$ cat src/rtl/dv_flush_scanner_if.sv
// ----------------------------------------------------------------------------
// dv_flush_scanner_if
// Signal bundle between the cache flush scanner and its surroundings: the
// flush request/status handshake, the valid/dirty array read and clear port,
// and the writeback request handshake.
//
// Modports:
//   master : the flush scanner itself (drives index, clears and wb requests)
//   slave  : the cache/controller side (drives flush_req, array bits, wb_ack)
//
// Optional: FLUSH_WB_COUNT_EN adds the 8-bit wb_count status signal.
// ----------------------------------------------------------------------------
interface dv_flush_scanner_if #(
    parameter int INDEX_W = 3
);
    logic               flush_req;
    logic               flush_busy;
    logic               flush_done;
    logic [INDEX_W-1:0] index;
    logic [7:0]         valid_bits;
    logic [7:0]         dirty_bits;
    logic               clear_write;
    logic [2:0]         clear_sel;
    logic [7:0]         clear_data;
    logic               wb_req;
    logic [2:0]         wb_way;
    logic [INDEX_W-1:0] wb_index;
    logic               wb_ack;
`ifdef FLUSH_WB_COUNT_EN
    logic [7:0]         wb_count;
`endif

    modport master (
        input  flush_req, valid_bits, dirty_bits, wb_ack,
        output flush_busy, flush_done, index, clear_write, clear_sel,
`ifdef FLUSH_WB_COUNT_EN
        output wb_count,
`endif
        output clear_data, wb_req, wb_way, wb_index
    );

    modport slave (
        output flush_req, valid_bits, dirty_bits, wb_ack,
        input  flush_busy, flush_done, index, clear_write, clear_sel,
`ifdef FLUSH_WB_COUNT_EN
        input  wb_count,
`endif
        input  clear_data, wb_req, wb_way, wb_index
    );
endinterface

$ cat src/rtl/dv_flush_scanner.sv
// ----------------------------------------------------------------------------
// dv_flush_scanner
// Walks every set of the cache and, for each way that is both valid and
// dirty, raises a writeback request and then clears that dirty bit. A set is
// re-read after every clear so remaining dirty ways are picked up lowest
// first. Dirty-but-invalid ways are ignored.
//
// Ports:
//   clk    : single clock, rising edge
//   reset  : asynchronous, active-high
//   bus    : dv_flush_scanner_if.master (flush handshake, array index and
//            dirty clear, writeback request/ack)
//
// Optional: define FLUSH_WB_COUNT_EN to add bus.wb_count, a saturating count
// of lines written back during the most recent flush.
//
// state | meaning
// IDLE  | waiting for flush_req
// READ  | index presented, array outputs settling
// SCAN  | pick lowest valid&dirty way, or advance to next set / finish
// REQ   | wb_req held until wb_ack
// CLEAR | one-cycle dirty-bit clear of wb_way, then re-read same set
// DONE  | flush_done pulse, index back to 0
// ----------------------------------------------------------------------------
module dv_flush_scanner #(
    parameter int INDEX_W = 3,
    parameter int WAYS    = 8
) (
    input  logic                clk,
    input  logic                reset,
    dv_flush_scanner_if.master  bus
);

    typedef enum logic [2:0] {
        IDLE  = 3'd0,
        READ  = 3'd1,
        SCAN  = 3'd2,
        REQ   = 3'd3,
        CLEAR = 3'd4,
        DONE  = 3'd5
    } state_t;

    localparam logic [INDEX_W-1:0] LAST_INDEX = '1;

    state_t             state_q, state_d;
    logic [INDEX_W-1:0] index_q, index_d;
    logic [2:0]         wb_way_q, wb_way_d;
    logic [7:0]         hit;
    logic [2:0]         lowest_way;

    assign hit = bus.valid_bits & bus.dirty_bits;

    // Scan from the top down so the last assignment wins with the lowest way.
    always_comb begin
        lowest_way = 3'd0;
        for (int w = WAYS - 1; w >= 0; w--) begin
            if (hit[w]) begin
                lowest_way = 3'(w);
            end
        end
    end

    always_ff @(posedge clk or posedge reset) begin
        if (reset) begin
            state_q  <= IDLE;
            index_q  <= '0;
            wb_way_q <= 3'd0;
        end else begin
            state_q  <= state_d;
            index_q  <= index_d;
            wb_way_q <= wb_way_d;
        end
    end

    always_comb begin
        state_d  = state_q;
        index_d  = index_q;
        wb_way_d = wb_way_q;
        case (state_q)
            IDLE: begin
                if (bus.flush_req) begin
                    index_d = '0;
                    state_d = READ;
                end
            end
            READ: state_d = SCAN;
            SCAN: begin
                if (hit != 8'h00) begin
                    wb_way_d = lowest_way;
                    state_d  = REQ;
                end else if (index_q == LAST_INDEX) begin
                    state_d = DONE;
                end else begin
                    index_d = index_q + 1'b1;
                    state_d = READ;
                end
            end
            REQ: begin
                if (bus.wb_ack) begin
                    state_d = CLEAR;
                end
            end
            CLEAR: state_d = READ;
            DONE: begin
                index_d = '0;
                state_d = IDLE;
            end
            default: state_d = IDLE;
        endcase
    end

    // Outputs decode straight from the state register so an async reset
    // drops them in the same cycle.
    assign bus.flush_busy  = (state_q != IDLE);
    assign bus.flush_done  = (state_q == DONE);
    assign bus.index       = index_q;
    assign bus.clear_write = (state_q == CLEAR);
    assign bus.clear_sel   = wb_way_q;
    assign bus.clear_data  = 8'h00;
    assign bus.wb_req      = (state_q == REQ);
    assign bus.wb_way      = wb_way_q;
    assign bus.wb_index    = index_q;

`ifdef FLUSH_WB_COUNT_EN
    logic [7:0] wb_count_q, wb_count_d;

    always_comb begin
        wb_count_d = wb_count_q;
        if (state_q == IDLE && bus.flush_req) begin
            wb_count_d = 8'h00;
        end else if (state_q == CLEAR && wb_count_q != 8'hFF) begin
            wb_count_d = wb_count_q + 8'd1;
        end
    end

    always_ff @(posedge clk or posedge reset) begin
        if (reset) begin
            wb_count_q <= 8'h00;
        end else begin
            wb_count_q <= wb_count_d;
        end
    end

    assign bus.wb_count = wb_count_q;
`endif

endmodule

$ cat src/flat_wrapper.sv
// flat-port wrapper written by rule: the top's interface ports become plain ports
module dv_flush_scanner_flat 
#(
    parameter int INDEX_W = 3,
    parameter int WAYS    = 8
)
  (clk, reset, bus_flush_req, bus_valid_bits, bus_dirty_bits, bus_wb_ack, bus_flush_busy, bus_flush_done, bus_index, bus_clear_write, bus_clear_sel, bus_clear_data, bus_wb_req, bus_wb_way, bus_wb_index);
  dv_flush_scanner_if #(.INDEX_W(INDEX_W)) bus_i ();
  input  logic clk;
  input  logic reset;
  input wire logic [$bits(bus_i.flush_req)-1:0] bus_flush_req;
  input wire logic [$bits(bus_i.valid_bits)-1:0] bus_valid_bits;
  input wire logic [$bits(bus_i.dirty_bits)-1:0] bus_dirty_bits;
  input wire logic [$bits(bus_i.wb_ack)-1:0] bus_wb_ack;
  output wire logic [$bits(bus_i.flush_busy)-1:0] bus_flush_busy;
  output wire logic [$bits(bus_i.flush_done)-1:0] bus_flush_done;
  output wire logic [$bits(bus_i.index)-1:0] bus_index;
  output wire logic [$bits(bus_i.clear_write)-1:0] bus_clear_write;
  output wire logic [$bits(bus_i.clear_sel)-1:0] bus_clear_sel;
  output wire logic [$bits(bus_i.clear_data)-1:0] bus_clear_data;
  output wire logic [$bits(bus_i.wb_req)-1:0] bus_wb_req;
  output wire logic [$bits(bus_i.wb_way)-1:0] bus_wb_way;
  output wire logic [$bits(bus_i.wb_index)-1:0] bus_wb_index;
  assign bus_i.flush_req = bus_flush_req;
  assign bus_i.valid_bits = bus_valid_bits;
  assign bus_i.dirty_bits = bus_dirty_bits;
  assign bus_i.wb_ack = bus_wb_ack;
  assign bus_flush_busy = bus_i.flush_busy;
  assign bus_flush_done = bus_i.flush_done;
  assign bus_index = bus_i.index;
  assign bus_clear_write = bus_i.clear_write;
  assign bus_clear_sel = bus_i.clear_sel;
  assign bus_clear_data = bus_i.clear_data;
  assign bus_wb_req = bus_i.wb_req;
  assign bus_wb_way = bus_i.wb_way;
  assign bus_wb_index = bus_i.wb_index;
  dv_flush_scanner #(.INDEX_W(INDEX_W), .WAYS(WAYS)) u_core (.clk(clk), .reset(reset), .bus(bus_i));
endmodule
$ cat config.mk
export PLATFORM = sky130hd
export DESIGN_NAME = dv_flush_scanner_flat
export DESIGN_NICKNAME = d
export VERILOG_FILES = /design/src/rtl/dv_flush_scanner_if.sv /design/src/rtl/dv_flush_scanner.sv /design/src/flat_wrapper.sv
export SDC_FILE = /design/constraint.sdc
export NUM_CORES = 1
export LEC_CHECK = 0
export ABC_AREA = 1
export CORE_MARGIN = 4
export CORE_UTILIZATION = 33
export CTS_BUF_LIST = sky130_fd_sc_hd__clkbuf_8 sky130_fd_sc_hd__clkbuf_16
export DETAILED_ROUTE_END_ITERATION = 7
export PLACE_DENSITY = 0.83
export SYNTH_ARGS = -nofsm -noshare
export SYNTH_HDL_FRONTEND = slang
export SYNTH_SLANG_ARGS = --single-unit
$ cat constraint.sdc
create_clock -name clk -period 1.2 [get_ports clk]
set_input_delay 0.18 -clock clk [delete_from_list [all_inputs] [get_ports clk]]
set_output_delay 0.18 -clock clk [all_outputs]
set_load 0.03 [all_outputs]
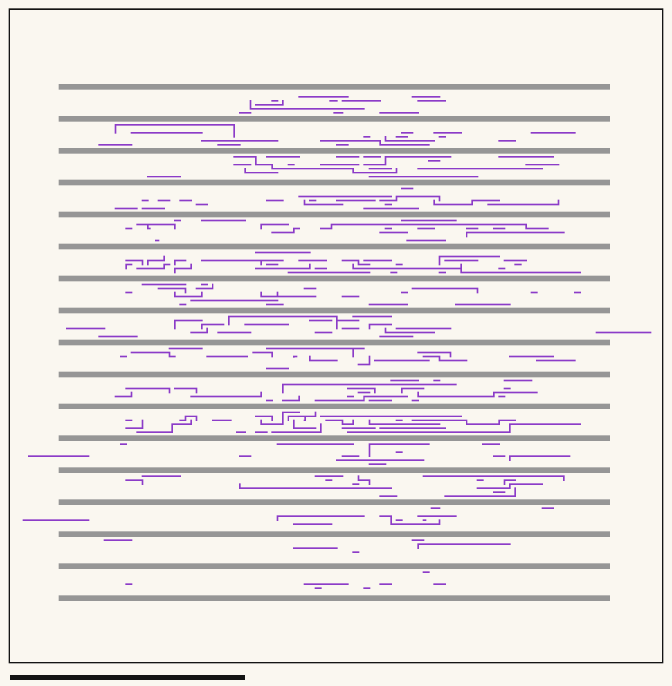
*M1 wires*
Scale bar: 20 um. Supply wires on this layer in gray.
The wires run mostly horizontal. The longest straight run is 16.6 um. 141 nets have wire on it. The layer holds 36% of the routed length. The layer carries 780 um of wire.

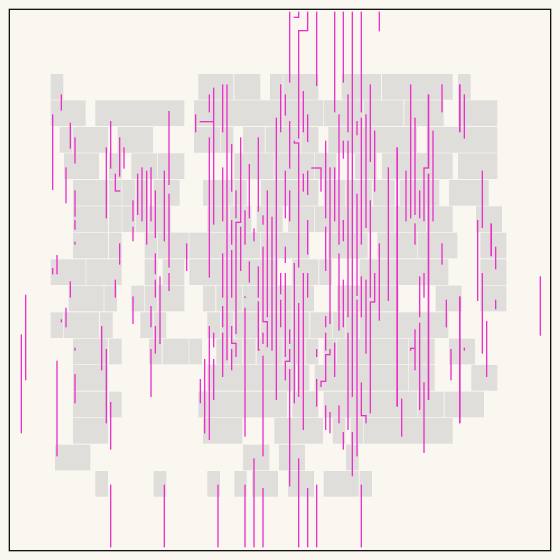
*The metal 2 layer*
The wires run mostly vertical. The layer holds 55% of the routed length. The longest straight run is 39.4 um. The layer carries 1,200 um of wire.

==> impl_metrics.yaml <==
# flow metrics
status:
  outcome: "complete, but fails checks"
  violations: "negative setup slack"
synthesis:
  synth_seq_share_pct: 30.3
  synth_cell_types: 25
  synth_flops: 9
  synthFlopType: "dfrtp_1"
  top_area_share_pct: 30.3
  ys_cells: 99
  area_leaders: "dfrtp_1 (30%), nand2_1 (17%), buf_4 (14%), nand2_4 (4.5%), nor2_1 (4.0%)"
  top_area_cell: "dfrtp_1"
  synthCells: 99
  ys_area_um2: 744
  top_cells_by_count: "nand2_1 (34), buf_4 (14), dfrtp_1 (9), nor2_1 (8), inv_1 (5)"
  avgSynthCellArea_um2: 7.52
floorplan:
  core_util_floorplan_pct: 36.5
  die_w_um: 55.5
  row_count: 16
  design.core.area_um2: 2040
  die_y_um: 55.5
setup_path:
  end_kind: "primary output"
  r2r_cells: 8
  cpMostUsedCell: "buf_6"
  path_max_fanout: 2
  crit_path_start_kind: "register"
  path_class: "reg -> out"
  cp_cell_sequence: "buf_6 > nor3_4 > buf_6"
  cp_slowest_cell: "dfrtp_1"
  cp.arrival_ns: 1.15
power:
  pwr-share-comb_pct: 74.5
  p_leak_uw: 0.000731
  seq_power_share_pct: 15.7
  pg_comb_uw: 2600
  p_total_uw: 3490
  pg_clk_uw: 342
  seq-power_uw: 546
  switchingPower_uw: 1660
  clkPwrFrac_pct: 9.8
  swShare_pct: 47.7
cts:
  cts_hold_buf: 0
  cts-buffers-inserted: 3
  cts_tree: "done"
  clkTransAtPathRegs_ns: 0.05
  worstSkewPairLatency_ns: 0.23
  cts.path.max_buffers: 2
  cts.sinks: 9
global_route:
  met3_usage_pct: 2.80
  top_usage_layer: "met2"
  grt_start_max_net_pins: 10
  met2_usage_pct: 24.2
  grt_pass1_wl_mm: 3.17
  first_global_vias: 787
  antenna_found_initial: 0
final_layout:
  drive_gt1_share_pct: 47.4
  nets: 177
  fin_util_pct: 69.1
  synthToLayoutAreaGrowth_pct: 89.6
  fin_area_um2: 1410
  diodes: 0
  stdcell_count: 181
routing:
  wl_per_cell_um: 12.1
  first_iter_violations: 11
  finalWirelength_mm: 2.18
  drc: 0
  vias: 818
  wl_met2_mm: 1.20
  ant_nets: 0
  dr_wl_met3_um: 161
  drtPass1Iterations: 4
final_timing:
  finalCritPeriodShare_pct: 111
  setup_violations: 11
  drv_slew: 0
  worst_slack_ns: -0.131
  final.setup_skew_ns: 0.00985
  timing.hold.ws_ns: 0.216
  hold_viol_final: 0
  rsz0062_at_grt: "true"
placed_design:
  dpl_worst_slack_ns: -0.253
  place_area_um2: 1170
  dp.cells: 169
  port_buffers: 35
  hpwl_mm: 1.49
min_path:
  hp-class: "in -> async"
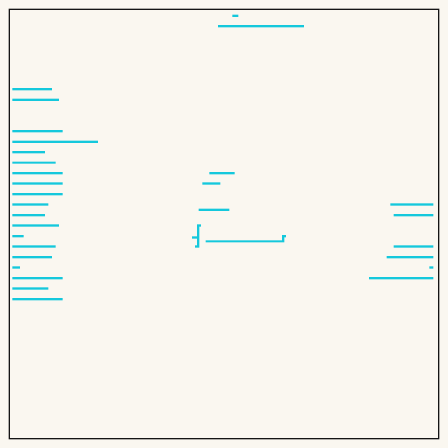
*Metal 3*
The longest straight run is 10.8 um. The layer holds 7.4% of the routed length. The wires run mostly horizontal.

worst paths after layout:
kind	start	to	slack [ns]
min	reset	u_core.bus.clear_sel[2]	0.22
max	u_core.state_q[2]	bus_wb_req	-0.13
max reg2reg	u_core.bus.index[1]	u_core.bus.index[2]	-0.09
max in group asynchronous	reset	u_core.bus.index[0]	0.69
min in group clk	u_core.bus.clear_sel[1]	u_core.bus.clear_sel[1]	0.51
min reg2reg	u_core.bus.clear_sel[1]	u_core.bus.clear_sel[1]	0.51
kinds of logic (layout without fill, tap and decap cells):
logic type / after synthesis / count (layout) / share of synthesized area (%)
buffers and inverters: 23 / 70 / 19.3
flip-flops: 9 / 9 / 30.3
AND/OR/NAND/NOR: 57 / 58 / 39.7
other: 1 / 8 / 0.504
AND-OR/OR-AND: 7 / 7 / 6.89
adder cells (fa/ha/maj): 2 / 2 / 3.36
flip-flops by register name, summed over array words and instances (netlist names):
register	cells
u_core.bus.index	3
u_core.bus.clear_sel	3
u_core.state_q	3
layout make-up:
class                           instances  area (um^2)
Timing Repair Buffer                   57          538
Sequential cell                         9          228
Tap cell                               27         33.8
Clock buffer                            3         41.3
Clock inverter                          1         3.75
Inverter                                9         43.8
Multi-Input combinational cell         75          523
Fill cell                             163          631
critical path, delay by kind of cell (launching register included):
family,cells,cell delay (ns)
buffers and inverters,2,0.30
flip-flops,1,0.41
AND/OR/NAND/NOR,1,0.20
what timing repair did:
item	4_1_cts	5_1_grt
cloned	0	1
endpoints found under the setup margin	8	13
buffers inserted	6	1
resized	12	20
pin swaps	4	6
placed cells by master (no fill, tap or decap), types with 5 or more instances in the layout:
cell	synthesis	final
nand2_1	34	31
nor2_2	1	6
buf_6	0	10
dfrtp_1	9	7
inv_1	5	6
clkdlybuf4s50_1	0	19
nand2_4	3	5
buf_4	14	26
conb_1	1	8
Power and IR drop assume default switching activity.
